Figure 1. Signal wires on met1 (run 1).
Bar = 20 um. Supply wires on this layer in gray.
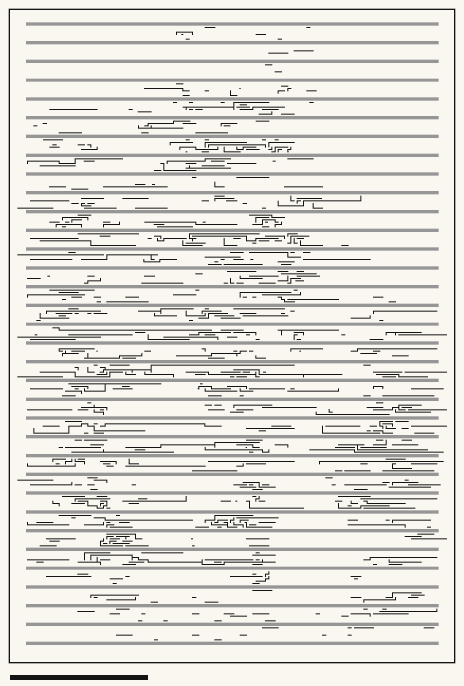
Figure 2. Signal wires on met2 (run 1).
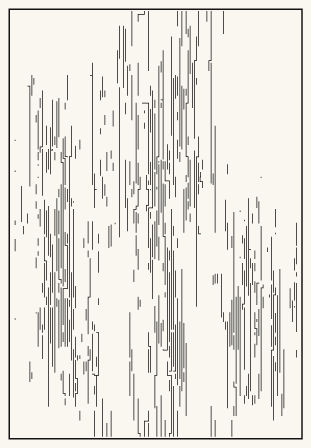
Figure 3. Metal 3 (run 1).
Bar = 20 um. Cells faint in the background.
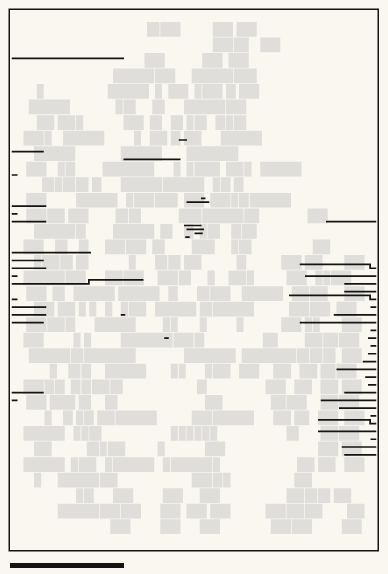
### src/rtl/hazard_ctrl_if.sv
// Hazard-control bundle between the pipeline (master) and hazard_ctrl (slave).
// Carries ID/EX/MEM operand info and the stall/flush/freeze controls back.
interface hazard_ctrl_if;
  logic [4:0]  i_id_rs1;
  logic [4:0]  i_id_rs2;
  logic        i_id_use_rs1;
  logic        i_id_use_rs2;
  logic [4:0]  i_ex_rd;
  logic [4:0]  i_mem_rd;
  logic        i_ex_rd_wen;
  logic        i_mem_rd_wen;
  logic        i_ex_dmem_ren;
  logic        i_ex_redirect;
  logic        i_dmem_busy;
  logic        i_wb_halt;
  logic        o_pc_stall;
  logic        o_ifid_stall;
  logic        o_ifid_flush;
  logic        o_idex_bubble;
  logic        o_pipe_freeze;
  logic        o_halted;
  logic [1:0]  o_state;
  logic [15:0] o_stall_cnt;
  logic [15:0] o_flush_cnt;

  modport master (
    output i_id_rs1, i_id_rs2, i_id_use_rs1, i_id_use_rs2,
           i_ex_rd, i_mem_rd, i_ex_rd_wen, i_mem_rd_wen,
           i_ex_dmem_ren, i_ex_redirect, i_dmem_busy, i_wb_halt,
    input  o_pc_stall, o_ifid_stall, o_ifid_flush, o_idex_bubble,
           o_pipe_freeze, o_halted, o_state, o_stall_cnt, o_flush_cnt
  );

  modport slave (
    input  i_id_rs1, i_id_rs2, i_id_use_rs1, i_id_use_rs2,
           i_ex_rd, i_mem_rd, i_ex_rd_wen, i_mem_rd_wen,
           i_ex_dmem_ren, i_ex_redirect, i_dmem_busy, i_wb_halt,
    output o_pc_stall, o_ifid_stall, o_ifid_flush, o_idex_bubble,
           o_pipe_freeze, o_halted, o_state, o_stall_cnt, o_flush_cnt
  );
endinterface

### src/rtl/hazard_ctrl.sv
// Pipeline hazard controller: zero-latency stall/flush/freeze from registered state + inputs.
// HAZARD_CTRL_FORWARDING_EN defined: only load-use stalls; undefined: EX/MEM rd matches stall too.
module hazard_ctrl (
  input logic          i_clk,
  input logic          i_rst_n,
  hazard_ctrl_if.slave hz
);

  typedef enum logic [1:0] {
    ST_RUN   = 2'b00,
    ST_STALL = 2'b01,
    ST_WAIT  = 2'b10,
    ST_HALT  = 2'b11
  } state_t;

  state_t      state;
  state_t      state_nxt;
  logic [15:0] stall_cnt;
  logic [15:0] flush_cnt;

  logic rs1_ex_hit, rs2_ex_hit, rs1_mem_hit, rs2_mem_hit;
  logic ex_hit, mem_hit, load_use, data_haz;
  logic pc_stall, ifid_stall, ifid_flush, idex_bubble, pipe_freeze;

  // x0 is hard-wired zero, so a write to it can never create a dependency
  assign rs1_ex_hit  = hz.i_id_use_rs1 && (hz.i_id_rs1 != 5'd0) && (hz.i_id_rs1 == hz.i_ex_rd);
  assign rs2_ex_hit  = hz.i_id_use_rs2 && (hz.i_id_rs2 != 5'd0) && (hz.i_id_rs2 == hz.i_ex_rd);
  assign rs1_mem_hit = hz.i_id_use_rs1 && (hz.i_id_rs1 != 5'd0) && (hz.i_id_rs1 == hz.i_mem_rd);
  assign rs2_mem_hit = hz.i_id_use_rs2 && (hz.i_id_rs2 != 5'd0) && (hz.i_id_rs2 == hz.i_mem_rd);
  assign ex_hit      = rs1_ex_hit | rs2_ex_hit;
  assign mem_hit     = rs1_mem_hit | rs2_mem_hit;
  assign load_use    = hz.i_ex_dmem_ren & hz.i_ex_rd_wen & ex_hit;

`ifdef HAZARD_CTRL_FORWARDING_EN
  assign data_haz = load_use;
`else
  assign data_haz = load_use | (hz.i_ex_rd_wen & ex_hit) | (hz.i_mem_rd_wen & mem_hit);
`endif

  always_comb begin
    pc_stall    = 1'b0;
    ifid_stall  = 1'b0;
    ifid_flush  = 1'b0;
    idex_bubble = 1'b0;
    pipe_freeze = 1'b0;
    if (!i_rst_n) begin
      ifid_flush  = 1'b1;
      idex_bubble = 1'b1;
    end else if (state == ST_HALT || hz.i_dmem_busy) begin
      pc_stall    = 1'b1;
      ifid_stall  = 1'b1;
      idex_bubble = 1'b1;
      pipe_freeze = 1'b1;
    end else if (hz.i_ex_redirect) begin
      ifid_flush  = 1'b1;
      idex_bubble = 1'b1;
    end else if (data_haz) begin
      pc_stall    = 1'b1;
      ifid_stall  = 1'b1;
      idex_bubble = 1'b1;
    end
  end

  // A halting instruction retiring outranks a busy memory or a redirect
  always_comb begin
    state_nxt = ST_RUN;
    if (state == ST_HALT || hz.i_wb_halt)
      state_nxt = ST_HALT;
    else if (hz.i_dmem_busy)
      state_nxt = ST_WAIT;
    else if (data_haz && !hz.i_ex_redirect)
      state_nxt = ST_STALL;
  end

  always_ff @(posedge i_clk) begin
    if (!i_rst_n) begin
      state     <= ST_RUN;
      stall_cnt <= 16'd0;
      flush_cnt <= 16'd0;
    end else begin
      state <= state_nxt;
      if (pc_stall && state != ST_HALT && stall_cnt != 16'hFFFF)
        stall_cnt <= stall_cnt + 16'd1;
      if (ifid_flush && flush_cnt != 16'hFFFF)
        flush_cnt <= flush_cnt + 16'd1;
    end
  end

  assign hz.o_pc_stall    = pc_stall;
  assign hz.o_ifid_stall  = ifid_stall;
  assign hz.o_ifid_flush  = ifid_flush;
  assign hz.o_idex_bubble = idex_bubble;
  assign hz.o_pipe_freeze = pipe_freeze;
  assign hz.o_halted      = i_rst_n && (state == ST_HALT);
  assign hz.o_state       = state;
  assign hz.o_stall_cnt   = stall_cnt;
  assign hz.o_flush_cnt   = flush_cnt;

endmodule

### src/flat_wrapper.sv
// flat-port wrapper written by rule: the top's interface ports become plain ports
module hazard_ctrl_flat 
  (i_clk, i_rst_n, hz_i_id_rs1, hz_i_id_rs2, hz_i_id_use_rs1, hz_i_id_use_rs2, hz_i_ex_rd, hz_i_mem_rd, hz_i_ex_rd_wen, hz_i_mem_rd_wen, hz_i_ex_dmem_ren, hz_i_ex_redirect, hz_i_dmem_busy, hz_i_wb_halt, hz_o_pc_stall, hz_o_ifid_stall, hz_o_ifid_flush, hz_o_idex_bubble, hz_o_pipe_freeze, hz_o_halted, hz_o_state, hz_o_stall_cnt, hz_o_flush_cnt);
  hazard_ctrl_if hz_i ();
  input logic i_clk;
  input logic i_rst_n;
  input wire logic [$bits(hz_i.i_id_rs1)-1:0] hz_i_id_rs1;
  input wire logic [$bits(hz_i.i_id_rs2)-1:0] hz_i_id_rs2;
  input wire logic [$bits(hz_i.i_id_use_rs1)-1:0] hz_i_id_use_rs1;
  input wire logic [$bits(hz_i.i_id_use_rs2)-1:0] hz_i_id_use_rs2;
  input wire logic [$bits(hz_i.i_ex_rd)-1:0] hz_i_ex_rd;
  input wire logic [$bits(hz_i.i_mem_rd)-1:0] hz_i_mem_rd;
  input wire logic [$bits(hz_i.i_ex_rd_wen)-1:0] hz_i_ex_rd_wen;
  input wire logic [$bits(hz_i.i_mem_rd_wen)-1:0] hz_i_mem_rd_wen;
  input wire logic [$bits(hz_i.i_ex_dmem_ren)-1:0] hz_i_ex_dmem_ren;
  input wire logic [$bits(hz_i.i_ex_redirect)-1:0] hz_i_ex_redirect;
  input wire logic [$bits(hz_i.i_dmem_busy)-1:0] hz_i_dmem_busy;
  input wire logic [$bits(hz_i.i_wb_halt)-1:0] hz_i_wb_halt;
  output wire logic [$bits(hz_i.o_pc_stall)-1:0] hz_o_pc_stall;
  output wire logic [$bits(hz_i.o_ifid_stall)-1:0] hz_o_ifid_stall;
  output wire logic [$bits(hz_i.o_ifid_flush)-1:0] hz_o_ifid_flush;
  output wire logic [$bits(hz_i.o_idex_bubble)-1:0] hz_o_idex_bubble;
  output wire logic [$bits(hz_i.o_pipe_freeze)-1:0] hz_o_pipe_freeze;
  output wire logic [$bits(hz_i.o_halted)-1:0] hz_o_halted;
  output wire logic [$bits(hz_i.o_state)-1:0] hz_o_state;
  output wire logic [$bits(hz_i.o_stall_cnt)-1:0] hz_o_stall_cnt;
  output wire logic [$bits(hz_i.o_flush_cnt)-1:0] hz_o_flush_cnt;
  assign hz_i.i_id_rs1 = hz_i_id_rs1;
  assign hz_i.i_id_rs2 = hz_i_id_rs2;
  assign hz_i.i_id_use_rs1 = hz_i_id_use_rs1;
  assign hz_i.i_id_use_rs2 = hz_i_id_use_rs2;
  assign hz_i.i_ex_rd = hz_i_ex_rd;
  assign hz_i.i_mem_rd = hz_i_mem_rd;
  assign hz_i.i_ex_rd_wen = hz_i_ex_rd_wen;
  assign hz_i.i_mem_rd_wen = hz_i_mem_rd_wen;
  assign hz_i.i_ex_dmem_ren = hz_i_ex_dmem_ren;
  assign hz_i.i_ex_redirect = hz_i_ex_redirect;
  assign hz_i.i_dmem_busy = hz_i_dmem_busy;
  assign hz_i.i_wb_halt = hz_i_wb_halt;
  assign hz_o_pc_stall = hz_i.o_pc_stall;
  assign hz_o_ifid_stall = hz_i.o_ifid_stall;
  assign hz_o_ifid_flush = hz_i.o_ifid_flush;
  assign hz_o_idex_bubble = hz_i.o_idex_bubble;
  assign hz_o_pipe_freeze = hz_i.o_pipe_freeze;
  assign hz_o_halted = hz_i.o_halted;
  assign hz_o_state = hz_i.o_state;
  assign hz_o_stall_cnt = hz_i.o_stall_cnt;
  assign hz_o_flush_cnt = hz_i.o_flush_cnt;
  hazard_ctrl u_core (.i_clk(i_clk), .i_rst_n(i_rst_n), .hz(hz_i));
endmodule
### config.mk
export PLATFORM = sky130hd
export DESIGN_NAME = hazard_ctrl_flat
export DESIGN_NICKNAME = d
export VERILOG_FILES = /design/src/rtl/hazard_ctrl_if.sv /design/src/rtl/hazard_ctrl.sv /design/src/flat_wrapper.sv
export SDC_FILE = /design/constraint.sdc
export NUM_CORES = 1
export LEC_CHECK = 0
export CORE_ASPECT_RATIO = 1.5
export CORE_MARGIN = 2
export CORE_UTILIZATION = 35
export CTS_BUF_LIST = sky130_fd_sc_hd__clkbuf_16
export DETAILED_ROUTE_END_ITERATION = 10
export PLACE_DENSITY = 0.71
export REMOVE_ABC_BUFFERS = 1
export SLEW_MARGIN = 5
export SYNTH_ARGS = -nofsm -noshare
export SYNTH_HDL_FRONTEND = slang
export SYNTH_SLANG_ARGS = --single-unit
### constraint.sdc
create_clock -name i_clk -period 4.8 [get_ports i_clk]
set_input_delay 0.48 -clock i_clk [delete_from_list [all_inputs] [get_ports i_clk]]
set_output_delay 0.48 -clock i_clk [all_outputs]
set_load 0.02 [all_outputs]
==> flow_summary.json, run 1 <==
{
  "status": "complete, no violations",
  "yosysUniqueCellTypes": 38,
  "clkPwrFrac_pct": 42.9,
  "grt_pass1_wl_um": 8120,
  "cts.repair.resized": 0,
  "taps": 70,
  "syn_inst": 228,
  "signal_buffers": 69,
  "rsz0062_at_grt": "false",
  "grt_use_met1_pct": 16.9,
  "viasPerCell": 5.05,
  "clock_skew_ns": 0.00224,
  "slew_headroom_pct": 48.2,
  "crit_buf_inv": 2,
  "lay_top_count": "clkdlybuf4s50_1",
  "cp.arrival_ns": 2.82,
  "grt_max_degree": 29,
  "edf_count": 0,
  "start_kind": "input pin",
  "period_used_pct": 68.8,
  "routedWlPerCell_um": 13.5,
  "grt_antenna_before_repair": 0,
  "leakage_nw": 0.989,
  "required_ns": 4.32,
  "reg2regPathDepth": 7,
  "cp_top_family": "buffers and inverters",
  "yosys_cells": 228,
  "finalSetupViolCount": 0,
  "root_buffer": "clkbuf_16",
  "finalSetupTns_ns": 0,
  "placed_area_sq_um": 2660,
  "wl_met2_um": 2660,
  "cts_setup_buffers": 0,
  "whs_endpoint": "u_core.hz.o_stall_cnt[10]$_SDFFE_PN0P_",
  "cp.depth": 9,
  "hold_viol": 0,
  "powerClk_mw": 0.300,
  "fin_ws_ns": 1.50,
  "logic_area_sq_um": 1180,
  "cp_common_cell": "nor2_1",
  "hp-start": "u_core.hz.o_stall_cnt[10]$_SDFFE_PN0P_",
  "ys_seq_share_pct": 35.6
}
About Figure 1:
share of all routed wire = 39%
longest straight run = 22.1 um
nets with wire on the layer = 284
wire length on this layer = 1950 um
main direction = horizontal

About Figure 2:
longest straight run = 33.0 um
share of all routed wire = 53%
main direction = vertical
M2 GR Usage: 32.6%
routed vias: 1858

About Figure 3:
nets with wire on the layer = 48
share of all routed wire = 5.7%
Routed WL: 4990 um
GRT met3 Usage: 3.93%

Figure 4. Selected gate families (run 1).
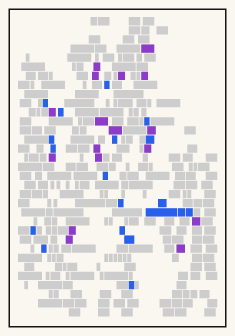

## Run 2: what changed since run 1
Settings changed: PLACE_DENSITY 0.71 to 0.74.
Clock period 4.8 ns to 2.9 ns, I/O delays scaled along.
Figure 5. Selected gate families (run 2).
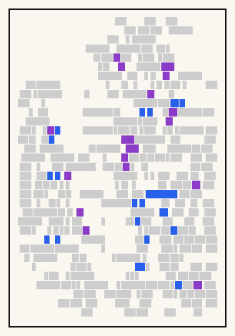
purple -> AND and OR gates  # cells 17, most used and3_1
blue -> inverting AOI/OAI gates  # cells 19, most used a21oi_1

Figure 6. Clock routing (run 2).
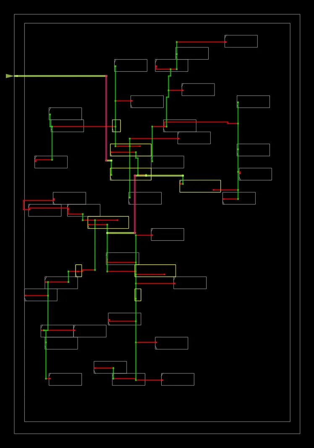
Setup Skew: 0.00513 ns
clk pwr: 0.493 mW
clock buffer count: 5
CTS buffer count: 5

Figure 7. Signal wires on met2 (run 2).
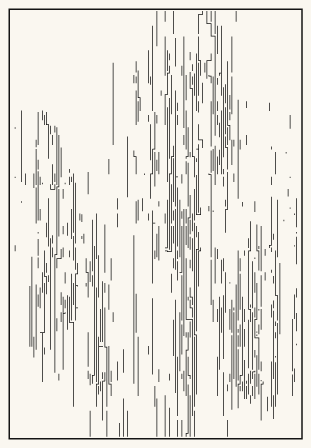
Routed WL: 5130 um
routed vias: 1929

==> flow_summary.json, run 2 <==
{
  "edf_count": 0,
  "logic_gates": 183,
  "clkPwrFrac_pct": 42.4,
  "grt_max_degree": 20,
  "switchingPower_mw": 0.280,
  "cp_common_cell": "clkdlybuf4s50_1",
  "placed_area_sq_um": 2720,
  "grt_use_met1_pct": 18.4,
  "top_area_cell": "dfxtp_1",
  "syn_inst": 228,
  "routedWlPerCell_um": 13.6,
  "cp_top_family": "buffers and inverters",
  "die_area_sq_um": 6080,
  "fin_crit_ns": 2.71,
  "ys_area_sq_um": 1910,
  "leakage_nw": 1.06,
  "inverters": 4,
  "grt_use_met2_pct": 32.9,
  "yosysUniqueCellTypes": 38,
  "finish.utilization_pct": 53.4,
  "use_met3_pct": 3.34,
  "dr.max_layer_used": "met4",
  "drive_gt1_share_pct": 7.82,
  "finalSetupTns_ns": 0,
  "reg2regPathDepth": 7,
  "common_cells": "dfxtp_1, xnor2_1, nand2_1, nor2_1, nand4_1",
  "area_growth_pct": 50.0,
  "status": "complete, no violations",
  "timing.rr.end": "u_core.hz.o_flush_cnt[14]$_SDFFE_PN0P_",
  "grt_overflow": 0,
  "taps": 70,
  "cts_tree": "yes",
  "slew_headroom_pct": 47.3,
  "top_cells_by_area": "dfxtp_1, xnor2_1, nand2_1, nor2_1, nand4_1",
  "initial_core_util_pct": 35.6,
  "ys_sh_mux_pct": 4.72,
  "crit_buf_inv": 2,
  "whs_endpoint": "u_core.hz.o_stall_cnt[10]$_SDFFE_PN0P_",
  "fin_ws_ns": 0.189,
  "timing.max_cap.violations": 0,
  "yosys_cells": 228,
  "ys_seq_share_pct": 35.6,
  "nNetsFinal": 338,
  "logic_area_sq_um": 1180,
  "start_kind": "input pin",
  "finalSetupViolCount": 0,
  "signal_buffers": 78,
  "cp.arrival_ns": 2.42,
  "cts.repair.resized": 0,
  "hold_viol": 0,
  "critPathLaunch": "hz_i_id_rs1[3]",
  "met1_length_um": 2040,
  "reg2reg_slack_ns": 0.75,
  "grt_antenna_before_repair": 0,
  "p_comb_share_pct": 15.9,
  "viasPerCell": 5.12,
  "lay_top_count": "clkdlybuf4s50_1",
  "p_int_mw": 0.883,
  "track_usage_pct": 17.0,
  "root_buffer": "clkbuf_16",
  "rsz0062_at_grt": "false",
  "coreArea_sq_um": 5370,
  "period_used_pct": 93.5,
  "diodes": 0,
  "power_mw": 1.16,
  "synthTopLogicFamily": "simple AND/OR/NAND/NOR gates",
  "hp-start": "u_core.hz.o_stall_cnt[10]$_SDFFE_PN0P_",
  "cp.depth": 6,
  "grt_pass1_wl_um": 8330,
  "cts_setup_buffers": 0,
  "comb_share_pct": 41.3,
  "required_ns": 2.61,
  "crit_path_top_delay_cell": "clkdlybuf4s50_1",
  "worst_slew_pin_slew_ns": 0.783,
  "wl_met2_um": 2690
}
No activity file was given, so power comes from the tool's default toggle rates.
